File: config.mk
export PLATFORM = sky130hd
export DESIGN_NAME = dram_word_port_flat
export DESIGN_NICKNAME = d
export VERILOG_FILES = /design/src/rtl/dram_pkg.sv /design/src/rtl/dram_word_port_if.sv /design/src/rtl/dram_line_buf.sv /design/src/rtl/dram_word_port.sv /design/src/flat_wrapper.sv
export SDC_FILE = /design/constraint.sdc
export NUM_CORES = 1
export LEC_CHECK = 0
export CAP_MARGIN = 20
export CORE_AREA = 5 5 156 158
export DETAILED_ROUTE_END_ITERATION = 8
export DIE_AREA = 0 0 161 163
export SLEW_MARGIN = 10
export SYNTH_ARGS = -nofsm -noshare
export SYNTH_HDL_FRONTEND = slang
export SYNTH_SLANG_ARGS = --single-unit
File: constraint.sdc
create_clock -name clk -period 1.4 [get_ports clk]
set_input_delay 0.28 -clock clk [delete_from_list [all_inputs] [get_ports clk]]
set_output_delay 0.28 -clock clk [all_outputs]
set_load 0.01 [all_outputs]
File: src/rtl/dram_pkg.sv
// Shared constants for the CPU-word to DRAM-line port: FSM encoding and lane mapping.
// Lane 0 is the most significant 32-bit word of a line (big-endian lane order).
package dram_pkg;

  localparam int LANE_W = 2;
  localparam int LANES  = 4;

  localparam logic [2:0] ST_CALIB    = 3'd0;
  localparam logic [2:0] ST_IDLE     = 3'd1;
  localparam logic [2:0] ST_WR_PULSE = 3'd2;
  localparam logic [2:0] ST_WR_WAIT  = 3'd3;
  localparam logic [2:0] ST_RD_PULSE = 3'd4;
  localparam logic [2:0] ST_RD_WAIT  = 3'd5;
  localparam logic [2:0] ST_ACK      = 3'd6;

  // Physical word slot inside a line for a CPU lane (lane 0 sits in the top word).
  function automatic logic [LANE_W-1:0] lane_slot(input logic [LANE_W-1:0] lane);
    return LANE_W'(LANES - 1) - lane;
  endfunction

endpackage

File: src/rtl/dram_word_port_if.sv
// DRAM user-interface side of the word port: command strobes, line data/mask and status.
interface dram_word_port_if #(
  parameter int APP_ADDR_WIDTH = 28,
  parameter int APP_DATA_WIDTH = 128,
  parameter int APP_MASK_WIDTH = 16
);
  logic                      d_rd_en;
  logic                      d_wr_en;
  logic [APP_ADDR_WIDTH-1:0] d_addr;
  logic [APP_DATA_WIDTH-1:0] d_data;
  logic [APP_MASK_WIDTH-1:0] d_mask;
  logic [APP_DATA_WIDTH-1:0] d_rdata;
  logic                      d_rdata_valid;
  logic                      d_ready;
  logic                      d_wdf_ready;
  logic                      d_calib_done;

  modport master (
    output d_rd_en, d_wr_en, d_addr, d_data, d_mask,
    input  d_rdata, d_rdata_valid, d_ready, d_wdf_ready, d_calib_done
  );

  modport slave (
    input  d_rd_en, d_wr_en, d_addr, d_data, d_mask,
    output d_rdata, d_rdata_valid, d_ready, d_wdf_ready, d_calib_done
  );
endinterface

File: src/rtl/dram_line_buf.sv
// Single-line read buffer: holds the last DRAM read line with its tag, answers lane
// lookups and merges CPU write bytes into the held line on a tag hit.
module dram_line_buf
  import dram_pkg::*;
#(
  parameter int ADDR_W = 28,
  parameter int DATA_W = 128
) (
  input  logic              clk,
  input  logic              i_rst,
  input  logic [ADDR_W-1:0] i_lookup_addr,
  input  logic [LANE_W-1:0] i_lookup_lane,
  input  logic              i_merge_en,
  input  logic [31:0]       i_merge_data,
  input  logic [3:0]        i_merge_be,
  input  logic              i_fill_en,
  input  logic [ADDR_W-1:0] i_fill_addr,
  input  logic [DATA_W-1:0] i_fill_line,
  output logic              o_hit,
  output logic [31:0]       o_word
);

  logic              valid_q, valid_d;
  logic [ADDR_W-1:0] tag_q, tag_d;
  logic [DATA_W-1:0] line_q, line_d;

  assign o_hit  = valid_q && (tag_q == i_lookup_addr);
  assign o_word = line_q[32*lane_slot(i_lookup_lane) +: 32];

  // Fill (RD_WAIT) and merge (IDLE accept) come from different FSM states, never together.
  always_comb begin
    valid_d = valid_q;
    tag_d   = tag_q;
    line_d  = line_q;
    if (i_fill_en) begin
      valid_d = 1'b1;
      tag_d   = i_fill_addr;
      line_d  = i_fill_line;
    end else if (i_merge_en && o_hit) begin
      for (int b = 0; b < 4; b++) begin
        if (i_merge_be[b]) begin
          line_d[32*lane_slot(i_lookup_lane) + 8*b +: 8] = i_merge_data[8*b +: 8];
        end
      end
    end
  end

  always_ff @(posedge clk) begin
    if (i_rst) begin
      valid_q <= 1'b0;
      tag_q   <= '0;
      line_q  <= '0;
    end else begin
      valid_q <= valid_d;
      tag_q   <= tag_d;
      line_q  <= line_d;
    end
  end

endmodule

File: src/rtl/dram_word_port.sv
// 32-bit CPU word port onto a 128-bit DRAM user interface. Optional single-line read
// buffer is built when DRAM_LINE_BUF_EN is defined.
module dram_word_port
  import dram_pkg::*;
#(
  parameter int APP_ADDR_WIDTH = 28,
  parameter int APP_DATA_WIDTH = 128,
  parameter int APP_MASK_WIDTH = 16
) (
  input  logic        clk,
  input  logic        i_rst,
  input  logic        i_req,
  input  logic        i_we,
  input  logic [31:0] i_addr,
  input  logic [31:0] i_wdata,
  input  logic [3:0]  i_be,
  output logic [31:0] o_rdata,
  output logic        o_ack,
  output logic        o_busy,
  output logic [2:0]  o_dbg_state,
  dram_word_port_if.master dram
);

  // Handshake: i_req is taken in any cycle with o_busy=0; o_ack pulses once per taken
  // request. d_rd_en/d_wr_en are one-cycle strobes; a write completes on
  // d_ready&d_wdf_ready, a read on d_rdata_valid, both only in their wait states.
  logic [2:0]                state_q, state_d;
  logic [LANE_W-1:0]         lane_q, lane_d;
  logic [APP_ADDR_WIDTH-1:0] d_addr_q, d_addr_d;
  logic [APP_DATA_WIDTH-1:0] d_data_q, d_data_d;
  logic [APP_MASK_WIDTH-1:0] d_mask_q, d_mask_d;
  logic [31:0]               o_rdata_q, o_rdata_d;

  logic [APP_ADDR_WIDTH-1:0] req_line_addr;
  logic [LANE_W-1:0]         req_lane;
  logic [APP_MASK_WIDTH-1:0] req_mask;
  logic [31:0]               rd_word;
  logic                      buf_hit;
  logic [31:0]               buf_word;
  logic                      unused_addr_bits;

  assign req_line_addr    = {i_addr[APP_ADDR_WIDTH:4], 3'b000};
  assign req_lane         = i_addr[3:2];
  assign rd_word          = dram.d_rdata[32*lane_slot(lane_q) +: 32];
  assign unused_addr_bits = ^{i_addr[31:APP_ADDR_WIDTH+1], i_addr[1:0]};

  always_comb begin
    req_mask = '1;
    req_mask[4*lane_slot(req_lane) +: 4] = ~i_be;
  end

`ifdef DRAM_LINE_BUF_EN
  dram_line_buf #(
    .ADDR_W (APP_ADDR_WIDTH),
    .DATA_W (APP_DATA_WIDTH)
  ) u_line_buf (
    .clk           (clk),
    .i_rst         (i_rst),
    .i_lookup_addr (req_line_addr),
    .i_lookup_lane (req_lane),
    .i_merge_en    ((state_q == ST_IDLE) && i_req && i_we),
    .i_merge_data  (i_wdata),
    .i_merge_be    (i_be),
    .i_fill_en     ((state_q == ST_RD_WAIT) && dram.d_rdata_valid),
    .i_fill_addr   (d_addr_q),
    .i_fill_line   (dram.d_rdata),
    .o_hit         (buf_hit),
    .o_word        (buf_word)
  );
`else
  assign buf_hit  = 1'b0;
  assign buf_word = '0;
`endif

  always_comb begin
    state_d   = state_q;
    lane_d    = lane_q;
    d_addr_d  = d_addr_q;
    d_data_d  = d_data_q;
    d_mask_d  = d_mask_q;
    o_rdata_d = o_rdata_q;
    case (state_q)
      ST_CALIB:    if (dram.d_calib_done) state_d = ST_IDLE;
      ST_IDLE: begin
        if (i_req) begin
          lane_d   = req_lane;
          d_addr_d = req_line_addr;
          d_data_d = APP_DATA_WIDTH'({LANES{i_wdata}});
          d_mask_d = req_mask;
          if (i_we) begin
            state_d = ST_WR_PULSE;
          end else if (buf_hit) begin
            o_rdata_d = buf_word;
            state_d   = ST_ACK;
          end else begin
            state_d = ST_RD_PULSE;
          end
        end
      end
      ST_WR_PULSE: state_d = ST_WR_WAIT;
      ST_WR_WAIT:  if (dram.d_ready && dram.d_wdf_ready) state_d = ST_ACK;
      ST_RD_PULSE: state_d = ST_RD_WAIT;
      ST_RD_WAIT: begin
        if (dram.d_rdata_valid) begin
          o_rdata_d = rd_word;
          state_d   = ST_ACK;
        end
      end
      ST_ACK:      state_d = ST_IDLE;
      default:     state_d = ST_CALIB;
    endcase
  end

  always_ff @(posedge clk) begin
    if (i_rst) begin
      state_q   <= ST_CALIB;
      lane_q    <= '0;
      d_addr_q  <= '0;
      d_data_q  <= '0;
      d_mask_q  <= '0;
      o_rdata_q <= '0;
    end else begin
      state_q   <= state_d;
      lane_q    <= lane_d;
      d_addr_q  <= d_addr_d;
      d_data_q  <= d_data_d;
      d_mask_q  <= d_mask_d;
      o_rdata_q <= o_rdata_d;
    end
  end

  assign dram.d_wr_en = (state_q == ST_WR_PULSE);
  assign dram.d_rd_en = (state_q == ST_RD_PULSE);
  assign dram.d_addr  = d_addr_q;
  assign dram.d_data  = d_data_q;
  assign dram.d_mask  = d_mask_q;
  assign o_rdata      = o_rdata_q;
  assign o_ack        = (state_q == ST_ACK);
  assign o_busy       = (state_q != ST_IDLE);
  assign o_dbg_state  = state_q;

endmodule

File: src/flat_wrapper.sv
// flat-port wrapper written by rule: the top's interface ports become plain ports
module dram_word_port_flat import dram_pkg::*;
#(
  parameter int APP_ADDR_WIDTH = 28,
  parameter int APP_DATA_WIDTH = 128,
  parameter int APP_MASK_WIDTH = 16
)
  (clk, i_rst, i_req, i_we, i_addr, i_wdata, i_be, o_rdata, o_ack, o_busy, o_dbg_state, dram_d_rd_en, dram_d_wr_en, dram_d_addr, dram_d_data, dram_d_mask, dram_d_rdata, dram_d_rdata_valid, dram_d_ready, dram_d_wdf_ready, dram_d_calib_done);
  dram_word_port_if #(.APP_ADDR_WIDTH(APP_ADDR_WIDTH), .APP_DATA_WIDTH(APP_DATA_WIDTH), .APP_MASK_WIDTH(APP_MASK_WIDTH)) dram_i ();
  input  logic clk;
  input  logic i_rst;
  input  logic i_req;
  input  logic i_we;
  input  logic [31:0] i_addr;
  input  logic [31:0] i_wdata;
  input  logic [3:0] i_be;
  output logic [31:0] o_rdata;
  output logic o_ack;
  output logic o_busy;
  output logic [2:0] o_dbg_state;
  output wire logic [$bits(dram_i.d_rd_en)-1:0] dram_d_rd_en;
  output wire logic [$bits(dram_i.d_wr_en)-1:0] dram_d_wr_en;
  output wire logic [$bits(dram_i.d_addr)-1:0] dram_d_addr;
  output wire logic [$bits(dram_i.d_data)-1:0] dram_d_data;
  output wire logic [$bits(dram_i.d_mask)-1:0] dram_d_mask;
  input wire logic [$bits(dram_i.d_rdata)-1:0] dram_d_rdata;
  input wire logic [$bits(dram_i.d_rdata_valid)-1:0] dram_d_rdata_valid;
  input wire logic [$bits(dram_i.d_ready)-1:0] dram_d_ready;
  input wire logic [$bits(dram_i.d_wdf_ready)-1:0] dram_d_wdf_ready;
  input wire logic [$bits(dram_i.d_calib_done)-1:0] dram_d_calib_done;
  assign dram_d_rd_en = dram_i.d_rd_en;
  assign dram_d_wr_en = dram_i.d_wr_en;
  assign dram_d_addr = dram_i.d_addr;
  assign dram_d_data = dram_i.d_data;
  assign dram_d_mask = dram_i.d_mask;
  assign dram_i.d_rdata = dram_d_rdata;
  assign dram_i.d_rdata_valid = dram_d_rdata_valid;
  assign dram_i.d_ready = dram_d_ready;
  assign dram_i.d_wdf_ready = dram_d_wdf_ready;
  assign dram_i.d_calib_done = dram_d_calib_done;
  dram_word_port #(.APP_ADDR_WIDTH(APP_ADDR_WIDTH), .APP_DATA_WIDTH(APP_DATA_WIDTH), .APP_MASK_WIDTH(APP_MASK_WIDTH)) u_core (.clk(clk), .i_rst(i_rst), .i_req(i_req), .i_we(i_we), .i_addr(i_addr), .i_wdata(i_wdata), .i_be(i_be), .o_rdata(o_rdata), .o_ack(o_ack), .o_busy(o_busy), .o_dbg_state(o_dbg_state), .dram(dram_i));
endmodule
==> changes_impl.md, run 1 <==
## Implementation

- Status: finished with violations
- Failing checks: setup timing
- Reg2Reg Setup Slack: -0.13 ns
- Setup crit start kind: flop
- Register Area: 2250 sq um
- Vias in the first global route: 5,744
- DR WL met3: 1.66 mm
- Clock skew: 0.0108 ns
- Hold Fails Final Rpt: 0
- Power consumption: 8.81 mW
- Top cells excl fill/tap: dlygate4sd2_1, clkdlybuf4s50_1, dfxtp_1, nand2_4, a21oi_2
- Cell Pwr Density: 796 nW/um^2
- CTS clk-pin slew, worst paths: 0.08 ns
- First-pass GRT wire length: 34.3 mm
- P_int: 6.28 mW
- Clock buf/inv share: 2.69%
- DRT met1 WL: 9.40 mm
- Logic pwr share: 30.9%
- Htree depth: 3
- Routed WL: 24.4 mm
- Cell taking the most area after synthesis: dfxtp_1
- Setup violators final: 108
- FMAX: 650 MHz
- Clock share of power: 30.1%
- Post-route DRC: 0
- Final hold slack: 0.454 ns
- Met2 Wirelength: 12.8 mm
- Slowest Stage Delay on Critical Path: 0.37 ns
- Final net count: 1,159
- Top-area cell share: 40.2%
- Number of DRC markers in iteration 0: 194
- Worst r2r dst: u_core.dram.d_mask[7]
- Cell variety after synth: 35
- Min-delay src: u_core.dram.d_addr[16]
- Synth Flop Type: dfxtp_1
- Post-layout minimum cycle time: 1.54 ns
- TAP cells: 290
- Warnings, synthesis: 0
- Multi-In Gates: 335
- PnR worst setup slack: -0.139 ns
- P_comb: 2.72 mW
- Critical path buffers and inverters: 2
- Placed cell area: 9320 sq um
- Peak supply drop: 0.602 mV
- Biggest area cells: dfxtp_1, buf_4, mux4_2, nand2_1, a21oi_1
- I/O pin cnt: 415
- RSZ-0062 raised after global routing: yes
- Gate Area: 3220 sq um
- Comb area share: 29.1%
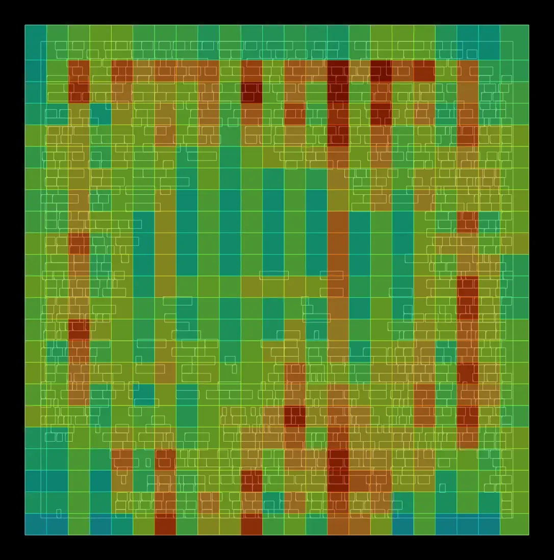
Run 1: routing congestion map
met2 Track Usage GR: 30.4%
DR WL/cell: 19.6 um
most crowded layer after global routing: met2

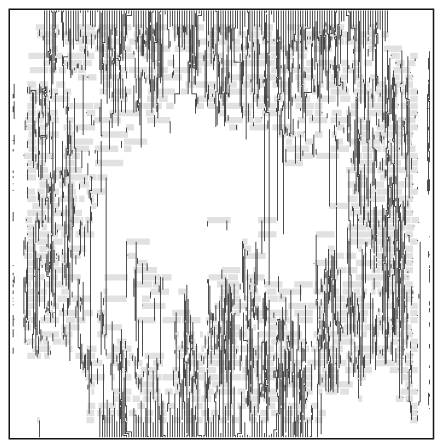
Run 1: the metal 2 layer
Cells faint in the background.
1,032 nets have wire on it. The wires run mostly vertical. The longest straight run is 65.6 um. The layer carries 12,800 um of wire. The layer holds 53% of the routed length.

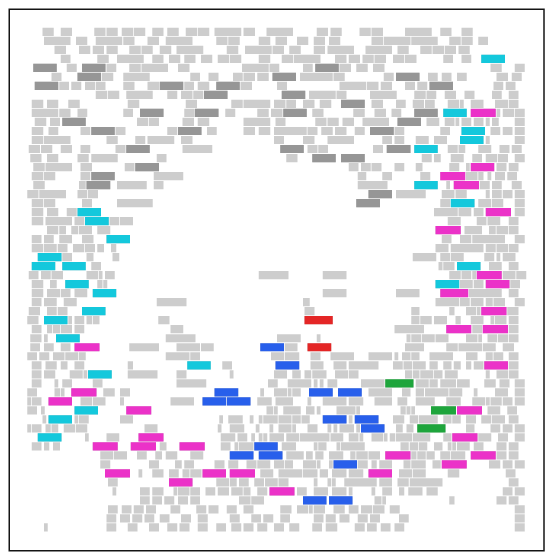
Run 1: sequential cells grouped by signal name
Other sequential cells in the stronger grey, the rest of the logic in the fainter grey.
u_core.o_dbg_state: in green, placed flops 3. u_core.lane_q: in red, placed flops 2. u_core.dram.d_mask: in blue, placed flops 16, where bottom centre. u_core.dram.d_addr: in cyan, placed flops 25. u_core.dram.d_data: in magenta, placed flops 32.

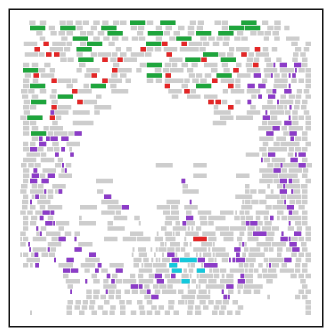
Run 1: selected gate families
mux cells: in green, cells 32, most used mux4_2, where a band across the top. non-inverting ao/oa cells: in red, cells 33, most used a22o_1. nand cells: in purple, cells 134, most used nand2_4. fa/ha/maj cells: in cyan, cells 5, most used ha_1, where bottom centre.

==> inputs of run 2 (changes only) <==
Settings changed: TNS_END_PERCENT from default to 50.
==> run 2 against run 1 <==
Effect of this change: critical path depth rose by 4; final cell count fell by 2.3%; global-route usage fell by 2.1 points; critical path type is now reg2reg; highest routed layer unchanged; combinational power fell by about 20%; via count fell by 5.4%; synthesized area did not move; first-iteration DRC count rose by 1.5%; the flow still finishes with violations (setup timing); setup slack improved by 0.061 ns.
==> changes_impl.md, run 2 <==
## Implementation

- Warnings, synthesis: 0
- Number of DRC markers in iteration 0: 197
- Synth Flop Type: dfxtp_1
- Min-delay src: i_rst
- FMAX: 676 MHz
- Setup violators final: 82
- Vias in the first global route: 5,309
- Clock buf/inv share: 3.11%
- Biggest area cells: dfxtp_1, buf_4, mux4_2, nand2_1, a21oi_1
- Hold Fails Final Rpt: 0
- Power consumption: 8.25 mW
- Cell taking the most area after synthesis: dfxtp_1
- PnR worst setup slack: -0.0783 ns
- Slowest Stage Delay on Critical Path: 0.38 ns
- Cell variety after synth: 35
- Cell Pwr Density: 833 nW/um^2
- CTS clk-pin slew, worst paths: 0.08 ns
- Clock share of power: 32.4%
- Gate Area: 2530 sq um
- Multi-In Gates: 335
- I/O pin cnt: 415
- Status: finished with violations
- P_comb: 2.17 mW
- Post-route DRC: 0
- Top cells excl fill/tap: dlygate4sd2_1, clkdlybuf4s50_1, nand2_1, dfxtp_1, a21oi_1
- Met2 Track Usage GR: 26.7%
- Htree depth: 3
- RSZ-0062 raised after global routing: yes
- P_int: 5.98 mW
- Final hold slack: 0.291 ns
- Failing checks: setup timing
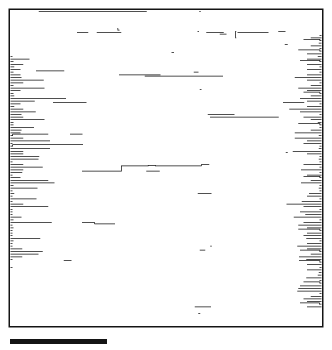
Run 2: M3 wires
Bar = 50 um.
The wires run mostly horizontal. The layer holds 7.7% of the routed length. The layer carries 1,660 um of wire. 202 nets have wire on it. The longest straight run is 55.4 um.

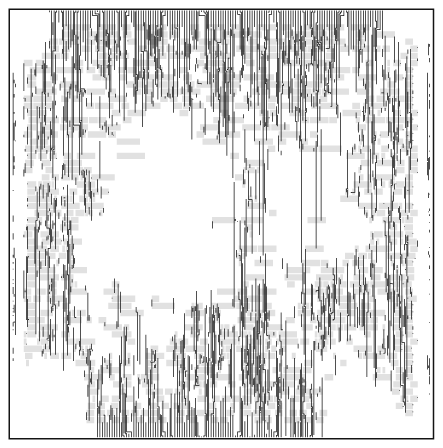
Run 2: the metal 2 layer
Cells faint in the background.
The wires run mostly vertical. 975 nets have wire on it.

Power and IR drop assume default switching activity.
